**src/rtl/ad7985_adc_emulator_if.sv**
```systemverilog
// Serial-port bundle between an AD7985 controller (master) and the ADC or
// its emulator (slave), 3-wire mode without busy indicator.
interface ad7985_adc_emulator_if;
    // Handshake: a cnv rising edge starts a conversion; the slave's word is
    // valid on sdo only while sdo_oe=1, and each sck falling edge accepted in
    // that window consumes the current bit and presents the next one. A frame
    // is 16 accepted falls; sdo_oe drops after the last one.
    logic cnv;
    logic sck;
    logic turbio;
    logic sdo;
    logic sdo_oe;

    modport master (
        output cnv,
        output sck,
        output turbio,
        input  sdo,
        input  sdo_oe
    );

    modport slave (
        input  cnv,
        input  sck,
        input  turbio,
        output sdo,
        output sdo_oe
    );
endinterface

```
**src/rtl/ad7985_adc_emulator.sv**
```systemverilog
// AD7985 serial-port responder: runs a timed conversion on each cnv rise and
// shifts a ramp or host-loaded word out MSB first on sck falling edges.
module ad7985_adc_emulator #(
    parameter int          CONV_CYCLES       = 35,
    parameter int          TURBO_CONV_CYCLES = 25,
    parameter logic [15:0] RAMP_STEP         = 16'd1
) (
    input  logic                         clk,
    input  logic                         reset,
    ad7985_adc_emulator_if.slave         adc,
    input  logic                         pattern_sel,
    input  logic [15:0]                  data_in,
    input  logic                         data_load,
    input  logic                         clear_flags,
    output logic                         conv_busy,
    output logic [15:0]                  sample_count,
    output logic                         overrun,
    output logic                         early_read,
    output logic [1:0]                   fsm_state
);

    typedef enum logic [1:0] {
        IDLE     = 2'd0,
        CONV     = 2'd1,
        WAIT_LOW = 2'd2,
        READ     = 2'd3
    } state_t;

    localparam logic [15:0] CONV_LOAD  = 16'(CONV_CYCLES - 1);
    localparam logic [15:0] TURBO_LOAD = 16'(TURBO_CONV_CYCLES - 1);

    state_t      state;
    state_t      state_nx;

    logic        cnv_q1;
    logic        cnv_q2;
    logic        sck_q1;
    logic        sck_q2;
    logic        cnv_rise;
    logic        cnv_fall;
    logic        sck_fall;

    logic [15:0] conv_cnt;
    logic [15:0] shreg;
    logic [3:0]  bit_cnt;
    logic [15:0] ramp_cnt;
    logic [15:0] fixed_reg;

    logic        start_conv;
    logic        shift;
    logic        ovr_set;
    logic        early_set;

    // Two-stage input registers; edges are judged between the two stages.
    always_ff @(posedge clk or posedge reset) begin
        if (reset) begin
            cnv_q1 <= 1'b0;
            cnv_q2 <= 1'b0;
            sck_q1 <= 1'b0;
            sck_q2 <= 1'b0;
        end else begin
            cnv_q1 <= adc.cnv;
            cnv_q2 <= cnv_q1;
            sck_q1 <= adc.sck;
            sck_q2 <= sck_q1;
        end
    end

    assign cnv_rise = cnv_q1 & ~cnv_q2;
    assign cnv_fall = ~cnv_q1 & cnv_q2;
    assign sck_fall = ~sck_q1 & sck_q2;

    always_ff @(posedge clk or posedge reset) begin
        if (reset) begin
            state <= IDLE;
        end else begin
            state <= state_nx;
        end
    end

    always_comb begin
        state_nx   = state;
        start_conv = 1'b0;
        shift      = 1'b0;
        ovr_set    = 1'b0;
        early_set  = 1'b0;
        case (state)
            IDLE: begin
                early_set = sck_fall;
                if (cnv_rise) begin
                    state_nx   = CONV;
                    start_conv = 1'b1;
                end
            end
            CONV: begin
                ovr_set   = cnv_rise;
                early_set = sck_fall;
                if (conv_cnt == 16'd0) begin
                    state_nx = cnv_q1 ? WAIT_LOW : READ;
                end
            end
            WAIT_LOW: begin
                early_set = sck_fall;
                if (cnv_fall) begin
                    state_nx = READ;
                end
            end
            READ: begin
                // A new conversion request abandons the frame in progress.
                if (cnv_rise) begin
                    state_nx   = CONV;
                    start_conv = 1'b1;
                end else if (sck_fall) begin
                    shift = 1'b1;
                    if (bit_cnt == 4'd15) begin
                        state_nx = IDLE;
                    end
                end
            end
            default: state_nx = IDLE;
        endcase
    end

    always_ff @(posedge clk or posedge reset) begin
        if (reset) begin
            conv_cnt <= 16'd0;
        end else if (start_conv) begin
            conv_cnt <= adc.turbio ? TURBO_LOAD : CONV_LOAD;
        end else if (state == CONV && conv_cnt != 16'd0) begin
            conv_cnt <= conv_cnt - 16'd1;
        end
    end

    // The sample word is captured from fixed_reg's current value, so a
    // data_load in the same cycle only affects later conversions.
    always_ff @(posedge clk or posedge reset) begin
        if (reset) begin
            shreg   <= 16'd0;
            bit_cnt <= 4'd0;
        end else if (start_conv) begin
            shreg   <= pattern_sel ? fixed_reg : ramp_cnt;
            bit_cnt <= 4'd0;
        end else if (shift) begin
            shreg   <= {shreg[14:0], 1'b0};
            bit_cnt <= bit_cnt + 4'd1;
        end
    end

    always_ff @(posedge clk or posedge reset) begin
        if (reset) begin
            ramp_cnt     <= 16'd0;
            sample_count <= 16'd0;
        end else if (start_conv) begin
            ramp_cnt     <= ramp_cnt + RAMP_STEP;
            sample_count <= sample_count + 16'd1;
        end
    end

    always_ff @(posedge clk or posedge reset) begin
        if (reset) begin
            fixed_reg <= 16'd0;
        end else if (data_load) begin
            fixed_reg <= data_in;
        end
    end

    // Sticky flags: a set event in the same cycle as clear_flags wins.
    always_ff @(posedge clk or posedge reset) begin
        if (reset) begin
            overrun    <= 1'b0;
            early_read <= 1'b0;
        end else begin
            if (ovr_set) begin
                overrun <= 1'b1;
            end else if (clear_flags) begin
                overrun <= 1'b0;
            end
            if (early_set) begin
                early_read <= 1'b1;
            end else if (clear_flags) begin
                early_read <= 1'b0;
            end
        end
    end

    assign conv_busy  = (state == CONV);
    assign adc.sdo_oe = (state == READ);
    assign adc.sdo    = (state == READ) & shreg[15];
    assign fsm_state  = state;

endmodule
```
**src/flat_wrapper.sv**
```systemverilog
// flat-port wrapper written by rule: the top's interface ports become plain ports
module ad7985_adc_emulator_flat 
#(
    parameter int          CONV_CYCLES       = 35,
    parameter int          TURBO_CONV_CYCLES = 25,
    parameter logic [15:0] RAMP_STEP         = 16'd1
)
  (clk, reset, pattern_sel, data_in, data_load, clear_flags, conv_busy, sample_count, overrun, early_read, fsm_state, adc_cnv, adc_sck, adc_turbio, adc_sdo, adc_sdo_oe);
  ad7985_adc_emulator_if adc_i ();
  input  logic clk;
  input  logic reset;
  input  logic pattern_sel;
  input  logic [15:0] data_in;
  input  logic data_load;
  input  logic clear_flags;
  output logic conv_busy;
  output logic [15:0] sample_count;
  output logic overrun;
  output logic early_read;
  output logic [1:0] fsm_state;
  input wire logic [$bits(adc_i.cnv)-1:0] adc_cnv;
  input wire logic [$bits(adc_i.sck)-1:0] adc_sck;
  input wire logic [$bits(adc_i.turbio)-1:0] adc_turbio;
  output wire logic [$bits(adc_i.sdo)-1:0] adc_sdo;
  output wire logic [$bits(adc_i.sdo_oe)-1:0] adc_sdo_oe;
  assign adc_i.cnv = adc_cnv;
  assign adc_i.sck = adc_sck;
  assign adc_i.turbio = adc_turbio;
  assign adc_sdo = adc_i.sdo;
  assign adc_sdo_oe = adc_i.sdo_oe;
  ad7985_adc_emulator #(.CONV_CYCLES(CONV_CYCLES), .TURBO_CONV_CYCLES(TURBO_CONV_CYCLES), .RAMP_STEP(RAMP_STEP)) u_core (.clk(clk), .reset(reset), .adc(adc_i), .pattern_sel(pattern_sel), .data_in(data_in), .data_load(data_load), .clear_flags(clear_flags), .conv_busy(conv_busy), .sample_count(sample_count), .overrun(overrun), .early_read(early_read), .fsm_state(fsm_state));
endmodule
```
**config.mk**
```make
export PLATFORM = sky130hd
export DESIGN_NAME = ad7985_adc_emulator_flat
export DESIGN_NICKNAME = d
export VERILOG_FILES = /design/src/rtl/ad7985_adc_emulator_if.sv /design/src/rtl/ad7985_adc_emulator.sv /design/src/flat_wrapper.sv
export SDC_FILE = /design/constraint.sdc
export NUM_CORES = 1
export LEC_CHECK = 0
export CAP_MARGIN = 20
export CELL_PAD_IN_SITES_DETAIL_PLACEMENT = 1
export CELL_PAD_IN_SITES_GLOBAL_PLACEMENT = 1
export CORE_MARGIN = 2
export CORE_UTILIZATION = 45
export DETAILED_ROUTE_END_ITERATION = 16
export HOLD_SLACK_MARGIN = 0.05
export PLACE_DENSITY = 0.89
export SYNTH_ARGS = -nofsm -noshare
export SYNTH_HDL_FRONTEND = slang
export SYNTH_SLANG_ARGS = --single-unit
```
**constraint.sdc**
```tcl
create_clock -name clk -period 3.37 [get_ports clk]
set_clock_uncertainty 0.15 [all_clocks]
set_input_delay 0.5055 -clock clk [delete_from_list [all_inputs] [get_ports clk]]
set_output_delay 0.5055 -clock clk [all_outputs]
set_load 0.02 [all_outputs]
```
==> images/pins.png <==
Pins as bars across the die edge, other pins in gray.
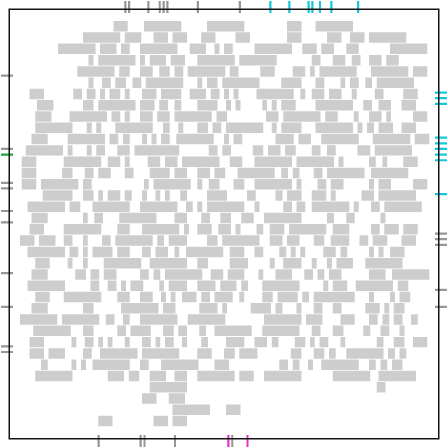
Cyan shows `sample_count`, pins 16, direction output, edge 9 right, 7 top. Magenta shows `fsm_state`, pins 2, direction output, edge bottom. Green shows `data_load`, pins 1, direction input, edge left.
port bufs: 46
Die W: 103 um
Die Ht: 103 um

==> images/port_nets.png <==
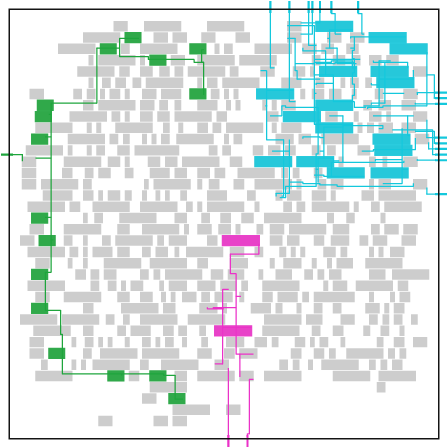
Magenta shows `fsm_state`, direction output, edge bottom, end cells 2, buffers 2, wire 115 um. Green shows `data_load`, direction input, edge left, end cells 16, buffers 1, wire 190 um. Cyan shows `sample_count`, direction output, edge 9 right, 7 top, end cells 16, buffers 16, wire 700 um.
Ports: 47

==> job_summary.md <==
### Metrics collected by this job

| Metric | Value |
|---|---|
| Comb_multi_in | `296` |
| Crit path capture | `adc_sdo` |
| Area leader share | `between 50% and 60%` |
| Tmin final | `about 2.6 ns` |
| RSZ-0062 raised after global routing | `no` |
| Grt total ovfl | `0` |
| Top post-synthesis cells by count | `dfrtp_1 (92), nand2_1 (56), xnor2_1 (26)` |
| Fin cells | `approximately 600` |
| OpenROAD warnings | `29` |
| Max rail drop VDD | `between 300 and 400 uV` |
| GP Congestion | `roughly 0.83` |
| Synthesized Nets | `about 450` |
| Nets@finish | `between 400 and 500` |
| CTS Sinks | `92` |
| Largest net degree at the start of global routing | `47` |
| Final period utilization | `between 70% and 80%` |
| Yosys cell types | `~54` |
| FF-to-FF End | `u_core.conv_cnt[1]` |
| Minimum hold slack | `0.283 ns` |
| Met2 Usage GRT | `38.5%` |
| ClkCell Share | `3.96%` |
| Worst Path Buf+Inv | `1` |
| Simple Share, Synth | `between 20% and 30%` |
| HPWL Detailed | `7440 um` |
| Yosys cell count | `418` |
| Post-Synth Adder-Cell Area | `under 10%` |
| Cell type with the largest total area | `dfrtp_1` |
| Avg Cell Area, Syn | `between 10 and 15 um^2` |
| Mux area share | `roughly 5.3%` |
| CP max FO | `7` |
| Fmax | `0.382 GHz` |
| Async SR Flop Fraction | `100%` |
| WL met1 | `roughly 4800 um` |
| Layout clock buffer count | `10` |
| DP Worst Slack | `between 0.8 and 0.9 ns` |
| Crit path capture type | `primary output` |
| Outcome | `finished, final reports clean` |
| Placed cells | `587` |
| Finished layout cell area | `approximately 0.0053 mm^2` |
| Clk root buf | `clkbuf_8` |
| Crit-path cells | `ha_1 -> and2_1 -> clkdlybuf4s50_1` |
| Setup Viol. Count Final | `0` |
| TritonCTS Buffers | `9` |
| Top delay family on crit path | `buffers and inverters` |
| NetSw | `around 1400 uW` |
| Final setup TNS | `0 ns` |
| Type of the worst min-delay path | `in -> async` |
| Combinational share of power | `a little over a third` |
| ANT nets after route | `0` |
Power is estimated from default activity; no workload was simulated.
